### src/rtl/button_event_arbiter.sv
// Four-channel button press arbiter: edge-detects presses, queues one pending
// flag per channel and presents them round-robin through a valid/ready slot.
module button_event_arbiter (
   input  logic       clk,
   input  logic       rst,
   input  logic [3:0] btn,
   input  logic       evt_ready,
   output logic       evt_valid,
   output logic [1:0] evt_id,
   output logic [3:0] pending,
   output logic       overflow
);

   logic [3:0] btn_q;
   logic [3:0] pending_q, pending_d;
   logic       valid_q, valid_d;
   logic [1:0] id_q, id_d;
   logic [1:0] last_q, last_d;
   logic       ovf_q, ovf_d;

   logic [3:0] press;
   logic [3:0] clr;
   logic       slot_free;
   logic       found;
   logic       load;
   logic [1:0] sel;
   logic [1:0] idx;

   always_comb begin
      press     = btn & ~btn_q;
      slot_free = ~valid_q | evt_ready;

      // Search starts one past the last grant; offset 4 wraps back to last_q itself.
      sel   = last_q;
      found = 1'b0;
      idx   = 2'd0;
      for (int off = 1; off <= 4; off++) begin
         idx = last_q + 2'(off);
         if (!found && pending_q[idx]) begin
            sel   = idx;
            found = 1'b1;
         end
      end

      load = slot_free & found;
      clr  = load ? (4'b0001 << sel) : 4'b0000;

      // A press landing on the bit being cleared this edge re-arms it, no drop.
      pending_d = (pending_q & ~clr) | press;
      ovf_d     = |(press & pending_q & ~clr);

      valid_d = slot_free ? found : valid_q;
      id_d    = load ? sel : id_q;
      last_d  = load ? sel : last_q;
   end

   always_ff @(posedge clk) begin
      if (rst) begin
         btn_q     <= 4'b0000;
         pending_q <= 4'b0000;
         valid_q   <= 1'b0;
         id_q      <= 2'd0;
         last_q    <= 2'd3;
         ovf_q     <= 1'b0;
      end else begin
         btn_q     <= btn;
         pending_q <= pending_d;
         valid_q   <= valid_d;
         id_q      <= id_d;
         last_q    <= last_d;
         ovf_q     <= ovf_d;
      end
   end

   assign evt_valid = valid_q;
   assign evt_id    = id_q;
   assign pending   = pending_q;
   assign overflow  = ovf_q;

endmodule
### config.mk
export PLATFORM = sky130hd
export DESIGN_NAME = button_event_arbiter
export DESIGN_NICKNAME = d
export VERILOG_FILES = /design/src/rtl/button_event_arbiter.sv
export SDC_FILE = /design/constraint.sdc
export NUM_CORES = 1
export LEC_CHECK = 0
export CAP_MARGIN = 0
export CORE_MARGIN = 2
export CORE_UTILIZATION = 45
export CTS_CLUSTER_SIZE = 24
export DETAILED_ROUTE_END_ITERATION = 6
export PLACE_DENSITY_LB_ADDON = 0.2
export SLEW_MARGIN = 30
export SYNTH_ARGS = -nofsm -noshare
export SYNTH_HDL_FRONTEND = slang
export SYNTH_SLANG_ARGS = --single-unit
export TNS_END_PERCENT = 1
### constraint.sdc
create_clock -name clk -period 3.25 [get_ports clk]
set_input_delay 0.65 -clock clk [delete_from_list [all_inputs] [get_ports clk]]
set_output_delay 0.65 -clock clk [all_outputs]
set_load 0.005 [all_outputs]
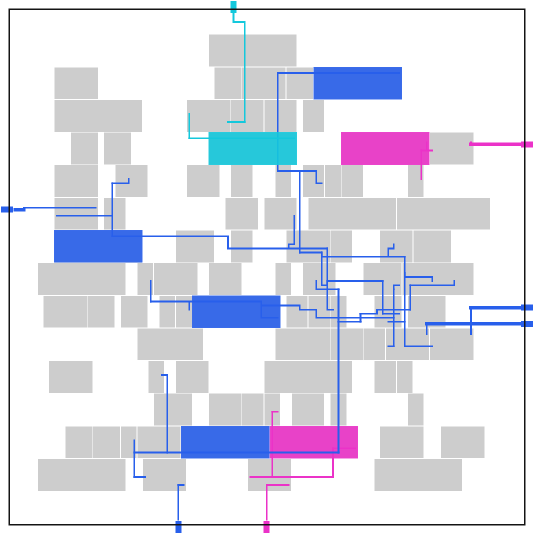
port_nets.png
Scale: 12 px per um.
port	color	bits	direction	edge	end cells	wire
pending	blue	4	output	2 right, 1 left, 1 bottom	4	220 um
evt_id	magenta	2	output	1 bottom, 1 right	2	29.9 um
overflow	cyan	1	output	top	1	22.1 um
IO Count: 15
Port Buffers: 14

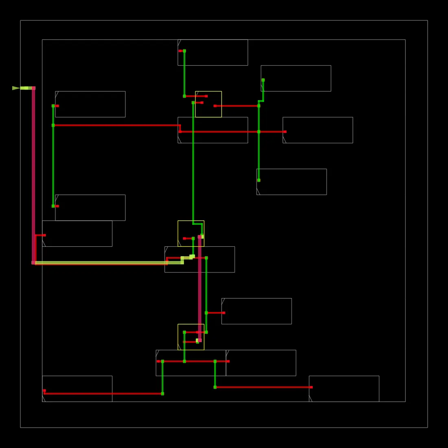
final_clocks.png
clkbuf count: 3
clk ins delay skew pair: 280 ps
flop count: 14
total CTS buffers: 3
Sinks on Clock Net: 14

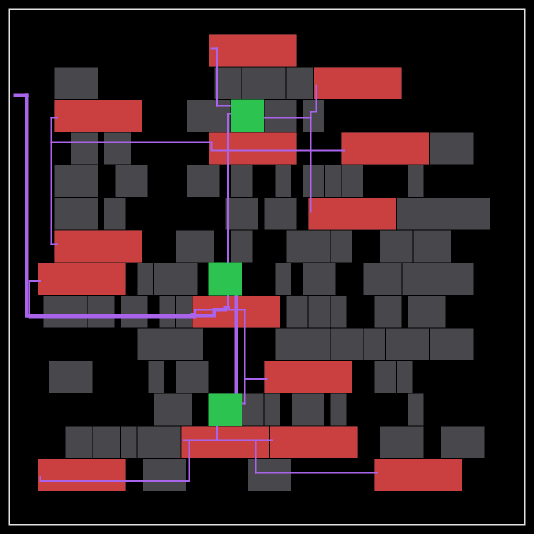
clock_map.png
Scale: 12 px per um.
[flip-flops] red | count: 14
[clock wires] purple | length: 202 um
[cells driving clock nets] green | count: 3
routed clock nets	4
clk pwr: 96.3 uW
Clk network pwr share: 21.4%
Final Skew: 4.781 ps

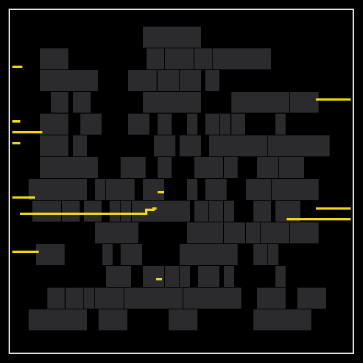
met3.png
Scale: 8 px per um.
main direction	horizontal
share of all routed wire	3.5%
wire length on this layer	44.9 um
nets with wire on the layer	10
longest straight run	15.6 um
final WL: 1270 um
M3 GR Usage: 2.553%
routed vias: 560

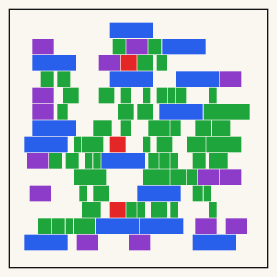
cell_classes.png
Scale: 6 px per um.
class	color	cells	share of their area
other buffers and delay cells	purple	14	17%
all other logic	green	57	46%
flip-flops	blue	14	34%
cells driving clock nets	red	3	2.7%
fin area: 845.8 um2
Finished Core Util: 58.18%
CORE AREA: 1454 um2

==> impl_metrics.json <==
{
  "p_int_uw": 310.0,
  "cp.required_ps": 2600,
  "start_kind": "flop",
  "hold_class": "flop to flop",
  "rows": 14,
  "fin_setup_tns_ps": 0,
  "cp_num_buf_inv": 1,
  "power.group.top": "sequential cells",
  "seq_share_pct": 33.14,
  "final_cell_mix": "dfxtp_1, clkdlybuf4s50_1, a21oi_1",
  "synth.largest_area_cell": "dfxtp_1",
  "clock.fmax_mhz": 499.1,
  "ant_nets": 0,
  "place_congestion": 0.7354,
  "htree_num_levels": 1,
  "synth-edff-count": 0,
  "aoi_share_pct": 19.56,
  "mux_share_pct": 3.690,
  "drtPass1Iterations": 4,
  "layoutNonFillerInstCount": 104,
  "top_cells_by_area": "dfxtp_1, a21oi_1, nor2b_1, nand3b_1, nand2_1",
  "syn_area_um2": 678.2,
  "ys_area_um2": 678.2,
  "top_layer": "met4",
  "cp.arrival_ps": 1350,
  "warnings": 26,
  "cts_tree": "done",
  "nets": 97,
  "min_from": "evt_id[1]$_SDFFE_PP0P_",
  "post-synth-top-count-cell": "dfxtp_1",
  "grt_max_degree": 16,
  "inv_count": 1,
  "chipArea_um2": 1834,
  "grt_pass1_wl_um": 2125,
  "pre_cts_slack_ps": 1068,
  "timing.rr.start": "pending[3]$_SDFF_PP0_",
  "crit_start": "pending[3]$_SDFF_PP0_",
  "grt-busiest-layer": "met1",
  "num-multi-input-gates": 56,
  "powerSeq_uw": 217,
  "fillers": 144,
  "holdPathEnd": "evt_id[1]$_SDFFE_PP0P_",
  "max_stage_delay_ps": 570,
  "top_logic_kind": "simple AND/OR/NAND/NOR gates",
  "dpl-instance-area_um2": 823.3,
  "clk_pin_slew_worst_paths_ps": 80,
  "drcViolationCount": 0,
  "ctsHoldBuffers": 0,
  "clock_path_buffers": 2,
  "grt_pass1_vias": 507,
  "adder_share_pct": 0,
  "rsz0062_at_grt": "false",
  "irDropWorstVdd_mv": 0.2519,
  "xor_area_share_pct": 0,
  "die-height_um": 42.82,
  "m1WireLength_um": 639,
  "drive_gt1_share_pct": 13.64,
  "cts-root-buf": "clkbuf_4",
  "synth_warnings": 0,
  "first_iter_violations": 11,
  "dominant_cells": "logic gates",
  "synth_top_area_share_pct": 41.33,
  "simple_gate_area_share_pct": 32.66,
  "setup_viol": 0,
  "buf_share_pct": 16.57,
  "period_needed_ps": 2003,
  "endpoint": "pending[3]",
  "grt_use_total_pct": 15.74,
  "antenna_found_initial": 0,
  "top_cells_by_count": "dfxtp_1, a21oi_1, nand2_1",
  "r2r_setup_slack_ps": 1480,
  "buffers_excl_clock": 14,
  "hpwlAfterDp_um": 936.1,
  "synthCells": 73,
  "layout-area-overhead-vs-synth_pct": 24.72,
  "path_max_fanout": 8,
  "diodes": 0,
  "layout_setup_ws_ps": 1247,
  "total_leakage_power_nw": 0.3272,
  "cap_violations": 0,
  "powerComb_uw": 137,
  "crit_type": "flop to primary output",
  "path_delay_family": "buffers and inverters",
  "syn_area_per_cell_um2": 9.290,
  "maxSlewViolCount": 0,
  "ys_ff": 14,
  "p_sw_share_pct": 31.19,
  "ys_seq_share_pct": 41.33,
  "status": "completed",
  "yosysUniqueCellTypes": 31,
  "power_uw": 450.6,
  "crit_chain": "clkdlybuf4s50_1",
  "slowest_stage": "clkdlybuf4s50_1",
  "whs_path_depth": 2,
  "dpl.cell_count": 101,
  "hold_viol": 0,
  "ys.flop_type": "dfxtp_1",
  "mi_logic_area_um2": 379.1,
  "holdWs_ps": 457.9,
  "max-slew-margin-rel_pct": 63.21,
  "async_flop_share_pct": 0,
  "post_cts_buffers": 0,
  "r2r_cells": 5,
  "cp-end-kind": "primary output",
  "yosysCellCount": 73,
  "grt_overflow": 0,
  "power-per-cell-area_nw_per_um2": 532.7,
  "wl_met2_um": 556,
  "die_w_um": 42.82,
  "use_met1_pct": 22.61,
  "route.met3.wl_um": 44,
  "tightest_slew_ps": 550.2,
  "sh_comb_area_pct": 44.82,
  "power_frac_comb_pct": 30.4,
  "fin_crit_sh_pct": 61.65,
  "ctsResizeCount": 0,
  "regArea_um2": 280.3,
  "vias_per_cell": 5.385,
  "grt_util_met2_pct": 20.91,
  "p_sw_uw": 140.6,
  "power_frac_seq_pct": 48.3,
  "wl_per_cell_um": 12.21,
  "r2r_end": "overflow$_SDFF_PP0_"
}
Power figures rest on the tool's default switching activity, not on a simulated workload.
